File: src/rtl/mdu_sequencer.sv
// Iterative RV32M multiply/divide: one bit per cycle, 33-cycle latency (1 for divide special cases).
// Stalls the F/D/E pipeline while busy and releases it with a one-cycle done pulse.
module mdu_sequencer #(
  parameter int XLEN = 32
) (
  input  logic            clk,
  input  logic            rst,
  input  logic            start,
  input  logic [2:0]      funct3,
  input  logic [XLEN-1:0] a,
  input  logic [XLEN-1:0] b,
  input  logic            flush,
  output logic            stall,
  output logic            done,
  output logic [XLEN-1:0] result
);

  localparam int CW = $clog2(XLEN);

  typedef enum logic [1:0] {IDLE, MUL, DIV, DONE} state_t;

  state_t            state;
  logic [CW-1:0]     cnt;
  logic [2:0]        op;
  logic              neg_p;
  logic              neg_r;
  logic [XLEN-1:0]   opd;
  // MUL: {partial product, multiplier}; DIV: {remainder, quotient/dividend}
  logic [2*XLEN-1:0] acc;

  logic              a_sgn, b_sgn, na, nb;
  logic [XLEN-1:0]   abs_a, abs_b;
  logic              div_zero, div_ovf, special;
  logic [XLEN-1:0]   special_res;

  always_comb begin
    a_sgn    = (funct3 == 3'b001) || (funct3 == 3'b010) || (funct3 == 3'b100) || (funct3 == 3'b110);
    b_sgn    = (funct3 == 3'b001) || (funct3 == 3'b100) || (funct3 == 3'b110);
    na       = a_sgn & a[XLEN-1];
    nb       = b_sgn & b[XLEN-1];
    abs_a    = na ? -a : a;
    abs_b    = nb ? -b : b;
    div_zero = (b == '0);
    div_ovf  = !funct3[0] && (a == {1'b1, {(XLEN-1){1'b0}}}) && (b == '1);
    special  = funct3[2] && (div_zero || div_ovf);
    if (div_zero)
      special_res = funct3[1] ? a : '1;
    else
      special_res = funct3[1] ? '0 : {1'b1, {(XLEN-1){1'b0}}};
  end

  logic [XLEN:0]     mul_sum;
  logic [2*XLEN-1:0] mul_next, prod;
  logic [XLEN:0]     div_shift, div_diff;
  logic [2*XLEN-1:0] div_next;
  logic [XLEN-1:0]   quo, rmd, mul_res, div_res;

  always_comb begin
    mul_sum   = {1'b0, acc[2*XLEN-1:XLEN]} + (acc[0] ? {1'b0, opd} : '0);
    mul_next  = {mul_sum, acc[XLEN-1:1]};
    prod      = neg_p ? -mul_next : mul_next;
    mul_res   = (op == 3'b000) ? prod[XLEN-1:0] : prod[2*XLEN-1:XLEN];

    div_shift = acc[2*XLEN-1:XLEN-1];
    div_diff  = div_shift - {1'b0, opd};
    if (div_diff[XLEN])
      div_next = {div_shift[XLEN-1:0], acc[XLEN-2:0], 1'b0};
    else
      div_next = {div_diff[XLEN-1:0], acc[XLEN-2:0], 1'b1};
    quo       = div_next[XLEN-1:0];
    rmd       = div_next[2*XLEN-1:XLEN];
    // Remainder follows the dividend's sign, quotient follows the sign difference
    div_res   = op[1] ? (neg_r ? -rmd : rmd) : (neg_p ? -quo : quo);
  end

  assign stall = (state == MUL) || (state == DIV) || ((state == IDLE) && start && !flush);

  always_ff @(posedge clk) begin
    if (rst) begin
      state  <= IDLE;
      cnt    <= '0;
      op     <= '0;
      neg_p  <= 1'b0;
      neg_r  <= 1'b0;
      opd    <= '0;
      acc    <= '0;
      done   <= 1'b0;
      result <= '0;
    end else begin
      done <= 1'b0;
      if (flush) begin
        state <= IDLE;
      end else begin
        case (state)
          IDLE: begin
            if (start) begin
              op    <= funct3;
              neg_p <= na ^ nb;
              neg_r <= na;
              cnt   <= '0;
              if (special) begin
                result <= special_res;
                done   <= 1'b1;
                state  <= DONE;
              end else begin
                acc   <= {{XLEN{1'b0}}, (funct3[2] ? abs_a : abs_b)};
                opd   <= funct3[2] ? abs_b : abs_a;
                state <= funct3[2] ? DIV : MUL;
              end
            end
          end
          MUL: begin
            acc <= mul_next;
            cnt <= cnt + 1'b1;
            if (cnt == CW'(XLEN-1)) begin
              result <= mul_res;
              done   <= 1'b1;
              state  <= DONE;
            end
          end
          DIV: begin
            acc <= div_next;
            cnt <= cnt + 1'b1;
            if (cnt == CW'(XLEN-1)) begin
              result <= div_res;
              done   <= 1'b1;
              state  <= DONE;
            end
          end
          default: state <= IDLE;
        endcase
      end
    end
  end

endmodule

File: config.mk
export PLATFORM = sky130hd
export DESIGN_NAME = mdu_sequencer
export DESIGN_NICKNAME = d
export VERILOG_FILES = /design/src/rtl/mdu_sequencer.sv
export SDC_FILE = /design/constraint.sdc
export NUM_CORES = 1
export LEC_CHECK = 0
export CORE_UTILIZATION = 45
export CTS_CLUSTER_SIZE = 24
export DETAILED_ROUTE_END_ITERATION = 10
export GPL_TIMING_DRIVEN = 0
export PLACE_DENSITY = 0.62
export RECOVER_POWER = 50
export REMOVE_ABC_BUFFERS = 1
export SLEW_MARGIN = 40
export SYNTH_ARGS = -nofsm -noshare
export SYNTH_HDL_FRONTEND = slang
export SYNTH_SLANG_ARGS = --single-unit
File: constraint.sdc
create_clock -name clk -period 13.4 [get_ports clk]
set_input_delay 1.34 -clock clk [delete_from_list [all_inputs] [get_ports clk]]
set_output_delay 1.34 -clock clk [all_outputs]
set_load 0.01 [all_outputs]
### Met4 routing

Supply wires on this layer in gray.
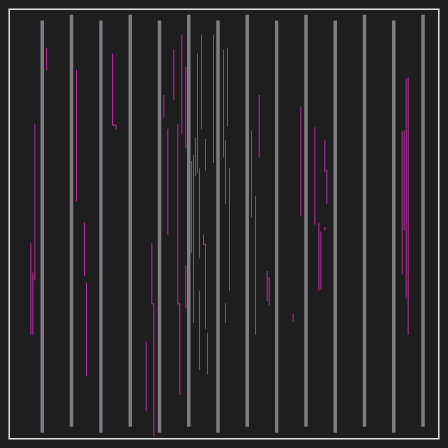
42 nets have wire on it. The wires run mostly vertical. The layer carries 2060 um of wire.

### Clock network drawn from the DEF

The bar under the picture is 50 um long.
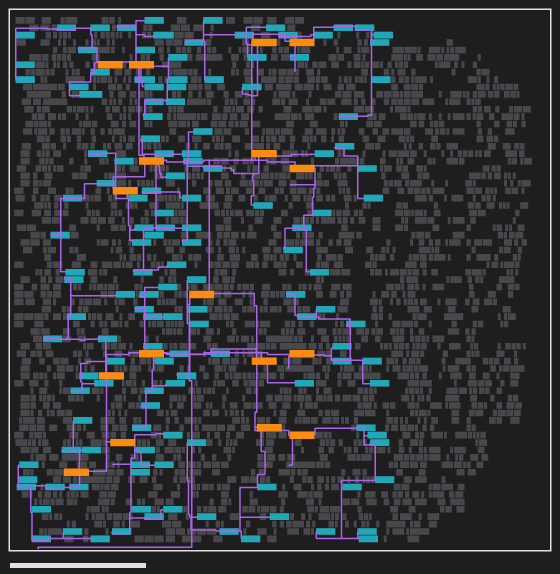
Orange shows clock drivers, count 17. Purple shows clock wires, length 2350 um. Cyan shows flip-flops, count 141.
There are 18 routed clock nets.
clock skew: 0.00758 ns
total clock network power: 473 uW
clock share of power: 29.9%

### The clock network

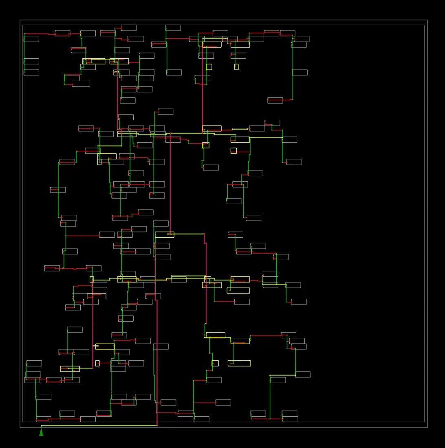
insertion delay to the later sink of the worst-skew pair: 0.45 ns
number of sequential cells in the layout: 141
total CTS buffers: 17
clock net sink count: 141
clock buffer instance count of the final layout: 17

### Cell sizes after repair

The bar under the picture is 50 um long.
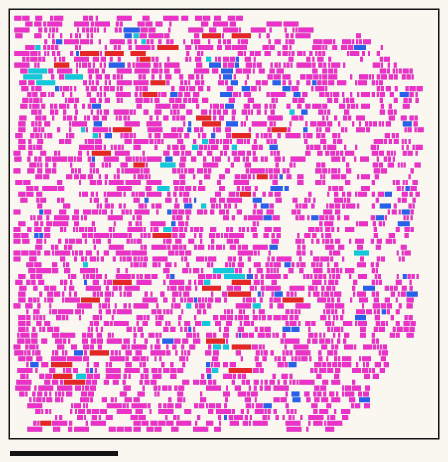
Cyan shows _3 and _4 cells, cells 30, most used buf_4. Magenta shows _0 and _1 cells, cells 2350, most used nand2_1. Blue shows _2 cells, cells 85. Red shows _6 and larger, cells 34, most used clkbuf_16.
area of all placed cells without fillers: 19400 um2
Worst Setup Slack, final: 6.04 ns
number of ordinary and repair buffers in the finished layout: 132
Syn-to-layout area delta: 11.7%

### Sequential cells colored by netlist name

Other sequential cells in the stronger gray, the rest of the logic in the fainter gray.
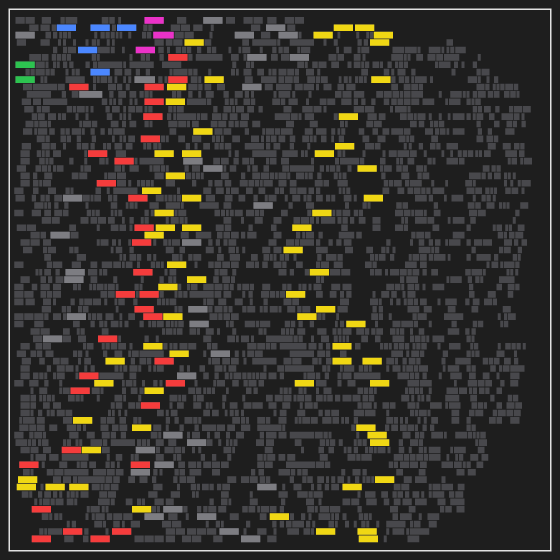
Red shows opd, placed flops 32, where a vertical strip on the left. Green shows state, placed flops 2. Magenta shows op, placed flops 3. Blue shows cnt, placed flops 5, where north-west. Yellow shows acc, placed flops 64.
Another 35 sequential cells are not colored.

==> deck_impl_summary.md <==
Synthesis and Place & Route Summary

Run status
  – Result of the run: complete, but fails checks
  – Violated checks: max-capacitance violations, max-slew violations

Timing
  – Maximum clock frequency: 0.136 GHz
  – Fin. max-slew vios: 61
  – Slew @ Worst Pin: 2.16 ns

Layout
  – Layout cell share with drive strength beyond 1: 5.96%
  – Post-route core utilization: 51.3%

Die
  – DIE WIDTH: 198 um
  – Floorplan die area: 39300 um2

Synthesis
  – Leading post-synthesis cells by cell area: dfxtp_1, a21oi_1, nand2_1, xnor2_1, nor2_1
  – Synth Cell Area: 17300 um2
  – Count of library flops with an enable pin: 0
  – Synth Area in Simple Gates: 25.1%
  – Top cell types by occurrence after synthesis: nand2_1, nor2_1, a21oi_1
  – Warning count from the yosys run: 0

Setup path
  – Number of buffer and inverter instances along the worst setup path: 3
  – Critical path's most frequent cell: inv_1
  – Nature of the critical path endpoint: flop

Global route
  – Initial antenna violation count: 0
  – Maximum number of pins on one net before global-route repair: 86
  – Global route hottest layer: met2

Min path
  – Classification of the worst-slack hold path: flop to flop

Flow run
  – Tally of max-capacitance violations: 2

Clock network
  – # resized after CTS: 0
layout make-up:
cell class,count,area (um2),area share (%)
clock buffer,17,425,2.20
clock inverter,12,126,0.652
inverter,75,288,1.49
multi-input combinational,2122,13600,70.4
sequential,141,2830,14.6
tap,511,639,3.30
timing repair buffer,132,1420,7.34
cell families (layout without fill, tap and decap cells):
logic type,after synthesis,in the layout
flops,141,141
simple gates,916,916
xor+xnor,201,201
buf+inv,268,236
fa+ha+maj,78,78
compound gates,880,880
mux,47,47
worst paths after layout:
check / endpoint / slack (ns) / cells after the start
hold / removal: result[2] / 0.46 / 2
setup reg to reg: result[28] / 6.04 / 21
setup / recovery: result[28] / 6.04 / 21
hold reg to reg: result[2] / 0.46 / 2
No activity file was given, so power comes from the tool's default toggle rates.
